**src/rtl/serial_endpoint_if.sv**
```systemverilog
// Signal bundle between the serial endpoint, the processor's serial port and the host link.
// SERIAL_ENDPOINT_LOOPBACK_EN adds the loopback_in control.
interface serial_endpoint_if;
  logic       cpu_wren_in;
  logic [7:0] cpu_data_in;
  logic       cpu_rden_in;
  logic [7:0] cpu_data_out;
  logic       cpu_valid_out;
  logic       cpu_ready_out;
  logic [7:0] host_tx_data_out;
  logic       host_tx_valid_out;
  logic       host_tx_ready_in;
  logic [7:0] host_rx_data_in;
  logic       host_rx_valid_in;
  logic       host_rx_ready_out;
  logic       clear_err_in;
  logic       overflow_out;
  logic       underflow_out;
`ifdef SERIAL_ENDPOINT_LOOPBACK_EN
  logic       loopback_in;
`endif

  modport slave (
    input  cpu_wren_in, cpu_data_in, cpu_rden_in,
    output cpu_data_out, cpu_valid_out, cpu_ready_out,
    output host_tx_data_out, host_tx_valid_out,
    input  host_tx_ready_in,
    input  host_rx_data_in, host_rx_valid_in,
    output host_rx_ready_out,
    input  clear_err_in,
`ifdef SERIAL_ENDPOINT_LOOPBACK_EN
    input  loopback_in,
`endif
    output overflow_out, underflow_out
  );

  modport master (
    output cpu_wren_in, cpu_data_in, cpu_rden_in,
    input  cpu_data_out, cpu_valid_out, cpu_ready_out,
    input  host_tx_data_out, host_tx_valid_out,
    output host_tx_ready_in,
    output host_rx_data_in, host_rx_valid_in,
    input  host_rx_ready_out,
    output clear_err_in,
`ifdef SERIAL_ENDPOINT_LOOPBACK_EN
    output loopback_in,
`endif
    input  overflow_out, underflow_out
  );
endinterface

```
**src/rtl/serial_endpoint.sv**
```systemverilog
// Device-side serial endpoint: CPU->host TX FIFO and host->CPU RX FIFO, show-ahead.
// Define SERIAL_ENDPOINT_LOOPBACK_EN to add a TX->RX internal loopback path.
module serial_endpoint #(
  parameter int DEPTH_LOG2 = 3
) (
  input logic         clock,
  input logic         reset,
  serial_endpoint_if.slave bus
);
  localparam int DEPTH = 1 << DEPTH_LOG2;
  typedef logic [DEPTH_LOG2:0] ptr_t;

  ptr_t       tx_wr, tx_rd, rx_wr, rx_rd;
  logic [7:0] tx_mem [DEPTH];
  logic [7:0] rx_mem [DEPTH];
  logic       overflow, underflow;

  logic tx_empty, tx_full, rx_empty, rx_full;
  logic [7:0] tx_head, rx_head;
  logic lb_mode, lb_move;
  logic tx_push, tx_pop, rx_push, rx_pop;
  logic [7:0] rx_push_data;

  // Extra pointer MSB separates full from empty when the index bits match.
  assign tx_empty = (tx_wr == tx_rd);
  assign rx_empty = (rx_wr == rx_rd);
  assign tx_full  = (tx_wr[DEPTH_LOG2] != tx_rd[DEPTH_LOG2]) &&
                    (tx_wr[DEPTH_LOG2-1:0] == tx_rd[DEPTH_LOG2-1:0]);
  assign rx_full  = (rx_wr[DEPTH_LOG2] != rx_rd[DEPTH_LOG2]) &&
                    (rx_wr[DEPTH_LOG2-1:0] == rx_rd[DEPTH_LOG2-1:0]);

  assign tx_head = tx_empty ? 8'h00 : tx_mem[tx_rd[DEPTH_LOG2-1:0]];
  assign rx_head = rx_empty ? 8'h00 : rx_mem[rx_rd[DEPTH_LOG2-1:0]];

`ifdef SERIAL_ENDPOINT_LOOPBACK_EN
  assign lb_mode = bus.loopback_in;
`else
  assign lb_mode = 1'b0;
`endif
  assign lb_move = lb_mode && !tx_empty && !rx_full;

  assign bus.cpu_data_out      = rx_head;
  assign bus.cpu_valid_out     = !rx_empty;
  assign bus.cpu_ready_out     = !tx_full;
  assign bus.host_tx_data_out  = tx_head;
  assign bus.host_tx_valid_out = !tx_empty && !lb_mode;
  assign bus.host_rx_ready_out = !rx_full && !lb_mode;
  assign bus.overflow_out      = overflow;
  assign bus.underflow_out     = underflow;

  // Loopback and host link never both move bytes: the host handshakes are gated off.
  assign tx_push      = bus.cpu_wren_in && !tx_full;
  assign tx_pop       = lb_move || (!lb_mode && !tx_empty && bus.host_tx_ready_in);
  assign rx_push      = lb_move || (!lb_mode && !rx_full && bus.host_rx_valid_in);
  assign rx_push_data = lb_move ? tx_head : bus.host_rx_data_in;
  assign rx_pop       = bus.cpu_rden_in && !rx_empty;

  // NOTE: storage arrays carry no reset; the pointers alone define what is valid,
  // which keeps the arrays mappable to plain RAM.
  always_ff @(posedge clock) begin
    if (tx_push) tx_mem[tx_wr[DEPTH_LOG2-1:0]] <= bus.cpu_data_in;
    if (rx_push) rx_mem[rx_wr[DEPTH_LOG2-1:0]] <= rx_push_data;
  end

  // NOTE: all sequential state uses non-blocking assignments so every update in
  // this block sees the same pre-edge values of the flags computed above.
  always_ff @(posedge clock or posedge reset) begin
    if (reset) begin
      tx_wr     <= '0;
      tx_rd     <= '0;
      rx_wr     <= '0;
      rx_rd     <= '0;
      overflow  <= 1'b0;
      underflow <= 1'b0;
    end else begin
      if (tx_push) tx_wr <= tx_wr + ptr_t'(1);
      if (tx_pop)  tx_rd <= tx_rd + ptr_t'(1);
      if (rx_push) rx_wr <= rx_wr + ptr_t'(1);
      if (rx_pop)  rx_rd <= rx_rd + ptr_t'(1);
      // A set event outranks a coincident clear.
      if (bus.cpu_wren_in && tx_full)       overflow <= 1'b1;
      else if (bus.clear_err_in)            overflow <= 1'b0;
      if (bus.cpu_rden_in && rx_empty)      underflow <= 1'b1;
      else if (bus.clear_err_in)            underflow <= 1'b0;
    end
  end
endmodule

```
**src/flat_wrapper.sv**
```systemverilog
// flat-port wrapper written by rule: the top's interface ports become plain ports
module serial_endpoint_flat 
#(
  parameter int DEPTH_LOG2 = 3
)
  (clock, reset, bus_cpu_wren_in, bus_cpu_data_in, bus_cpu_rden_in, bus_cpu_data_out, bus_cpu_valid_out, bus_cpu_ready_out, bus_host_tx_data_out, bus_host_tx_valid_out, bus_host_tx_ready_in, bus_host_rx_data_in, bus_host_rx_valid_in, bus_host_rx_ready_out, bus_clear_err_in, bus_overflow_out, bus_underflow_out);
  serial_endpoint_if bus_i ();
  input logic clock;
  input logic reset;
  input wire logic [$bits(bus_i.cpu_wren_in)-1:0] bus_cpu_wren_in;
  input wire logic [$bits(bus_i.cpu_data_in)-1:0] bus_cpu_data_in;
  input wire logic [$bits(bus_i.cpu_rden_in)-1:0] bus_cpu_rden_in;
  output wire logic [$bits(bus_i.cpu_data_out)-1:0] bus_cpu_data_out;
  output wire logic [$bits(bus_i.cpu_valid_out)-1:0] bus_cpu_valid_out;
  output wire logic [$bits(bus_i.cpu_ready_out)-1:0] bus_cpu_ready_out;
  output wire logic [$bits(bus_i.host_tx_data_out)-1:0] bus_host_tx_data_out;
  output wire logic [$bits(bus_i.host_tx_valid_out)-1:0] bus_host_tx_valid_out;
  input wire logic [$bits(bus_i.host_tx_ready_in)-1:0] bus_host_tx_ready_in;
  input wire logic [$bits(bus_i.host_rx_data_in)-1:0] bus_host_rx_data_in;
  input wire logic [$bits(bus_i.host_rx_valid_in)-1:0] bus_host_rx_valid_in;
  output wire logic [$bits(bus_i.host_rx_ready_out)-1:0] bus_host_rx_ready_out;
  input wire logic [$bits(bus_i.clear_err_in)-1:0] bus_clear_err_in;
  output wire logic [$bits(bus_i.overflow_out)-1:0] bus_overflow_out;
  output wire logic [$bits(bus_i.underflow_out)-1:0] bus_underflow_out;
  assign bus_i.cpu_wren_in = bus_cpu_wren_in;
  assign bus_i.cpu_data_in = bus_cpu_data_in;
  assign bus_i.cpu_rden_in = bus_cpu_rden_in;
  assign bus_cpu_data_out = bus_i.cpu_data_out;
  assign bus_cpu_valid_out = bus_i.cpu_valid_out;
  assign bus_cpu_ready_out = bus_i.cpu_ready_out;
  assign bus_host_tx_data_out = bus_i.host_tx_data_out;
  assign bus_host_tx_valid_out = bus_i.host_tx_valid_out;
  assign bus_i.host_tx_ready_in = bus_host_tx_ready_in;
  assign bus_i.host_rx_data_in = bus_host_rx_data_in;
  assign bus_i.host_rx_valid_in = bus_host_rx_valid_in;
  assign bus_host_rx_ready_out = bus_i.host_rx_ready_out;
  assign bus_i.clear_err_in = bus_clear_err_in;
  assign bus_overflow_out = bus_i.overflow_out;
  assign bus_underflow_out = bus_i.underflow_out;
  serial_endpoint #(.DEPTH_LOG2(DEPTH_LOG2)) u_core (.clock(clock), .reset(reset), .bus(bus_i));
endmodule
```
**config.mk**
```make
export PLATFORM = sky130hd
export DESIGN_NAME = serial_endpoint_flat
export DESIGN_NICKNAME = d
export VERILOG_FILES = /design/src/rtl/serial_endpoint_if.sv /design/src/rtl/serial_endpoint.sv /design/src/flat_wrapper.sv
export SDC_FILE = /design/constraint.sdc
export NUM_CORES = 1
export LEC_CHECK = 0
export CAP_MARGIN = 20
export CORE_AREA = 4 4 109 111
export DETAILED_ROUTE_END_ITERATION = 6
export DIE_AREA = 0 0 113 115
export PLACE_DENSITY_LB_ADDON = 0.1
export SLEW_MARGIN = 20
export SYNTH_ARGS = -nofsm -noshare
export SYNTH_HDL_FRONTEND = slang
export SYNTH_SLANG_ARGS = --single-unit
```
**constraint.sdc**
```tcl
create_clock -name clock -period 3.1 [get_ports clock]
set_input_delay 0.465 -clock clock [delete_from_list [all_inputs] [get_ports clock]]
set_output_delay 0.465 -clock clock [all_outputs]
set_load 0.02 [all_outputs]
```
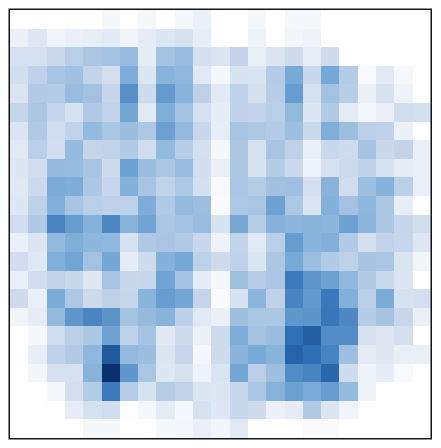
Figure 1: signal metal coverage by tile.
23 x 23 tiles, from white (low) to dark blue (high), scaled to the fullest tile. Values are wire area over tile area, all layers added.
The emptiest ninth of the die: upper right. The fullest tile reaches 0.59. 10% of the tiles are over half the peak. The mean over all tiles is 0.15. 13% of the tiles are nearly empty.

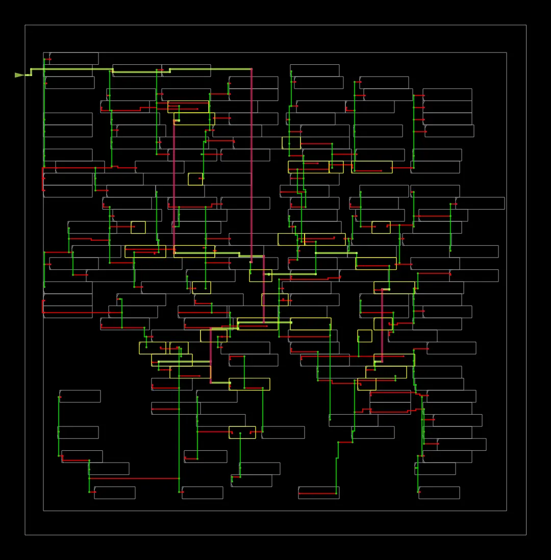
Figure 2: the clock network.
CLK BUF: 17
clock group total power: 1.96 mW

==> job_summary.md <==
## Implementation flow summary

| Metric | Value |
|---|---|
| Outcome | `finished, final reports clean` |
| Ant. Diodes | `0` |
| Drt drc | `0` |
| Top Metal Used | `met4` |
| Final Hold Viols | `0` |
| Part of the power in registers | `34.2%` |
| Post-synth seq share | `68.6%` |
| M1 GR Usage | `26.1%` |
| Met2 wire len | `6.56 mm` |
| P_int | `5.23 mW` |
| Worst hold path type | `input pin to asynchronous set/reset pin` |
| Worst vdd ir | `0.676 mV` |
| Via/cell ratio | `5.90` |
| Startpoint Class | `flop` |
| Complex Gates by Area | `7.10%` |
| First-pass GRT wire length | `19.6 mm` |
| CTS tree | `done` |
| Hold buffer count at CTS | `0` |
| Worst Max-Slew Pin Slew | `0.749 ns` |
| Crit path cell chain | `xnor2_1, nand4_1, buf_4, and3_1, clkdlybuf4s50_1` |
| Max Root-Sink Buffers | `2` |
| Final WS setup | `0.0121 ns` |
| Seq pwr | `2.90 mW` |
| FP Util | `58.0%` |
| Yosys cell count | `386` |
| Top area contributor share | `61.4%` |
-- cell usage after synthesis (2+ instances only) --
cell	instances
nor3_1	4
o41ai_2	3
nand3_1	2
mux2i_1	64
nor4b_1	6
dfrtp_1	18
ha_1	4
a31oi_1	2
inv_1	5
nor2b_1	4
xor2_2	3
xnor2_1	11
nor2_1	5
a41oi_1	4
buf_2	16
nand2_1	8
nand4_1	6
buf_1	6
edfxtp_1	128
and2_1	2
and3_1	17
xor2_1	9
mux2_2	3
nor4_1	4
nor3b_1	2
a22oi_1	32
-- cell usage in the layout (no fill, tap or decap), drive strengths merged, types with 4 or more instances in the layout --
cell type and n:
inv 12, o41ai 4, nor3 4, edfxtp 128
nand4 6, nor4b 6, dfrtp 18, nor2 5
clkdlybuf4s50 44, buf 31, mux2i 64, nand2 8
and3 17, nor2b 4, xnor2 12, xor2 12
clkbuf 17, clkinv 8, a41oi 4, nor4 6
mux2 4, ha 4, a22oi 32
-- worst max path at each step --
stage | endpoint | depth (start not counted) | startpoint | slack (ns)
finish | bus_host_tx_data_out[1] | 5 | u_core.tx_wr[1] | 0.01
global route | bus_host_tx_data_out[6] | 5 | u_core.tx_rd[0] | -0.07
CTS | bus_cpu_ready_out | 4 | u_core.tx_wr[1] | 0.05
detailed placement | bus_cpu_data_out[6] | 4 | u_core.rx_wr[2] | 0.25
global placement | bus_cpu_data_out[1] | 4 | u_core.rx_wr[2] | 0.30
floorplan | u_core.tx_mem[4][0] | 4 | u_core.tx_rd[1] | 0.66
-- final cells by class --
class	instances	area, sq um	share of cell area [%]
Sequential cell	146	4300	56.1
Inverter	5	18.8	0.245
Tap cell	140	175	2.28
Timing Repair Buffer	75	686	8.94
Clock inverter	15	184	2.40
Clock buffer	17	414	5.40
Multi-Input combinational cell	211	1890	24.7
No activity file was given, so power comes from the tool's default toggle rates.
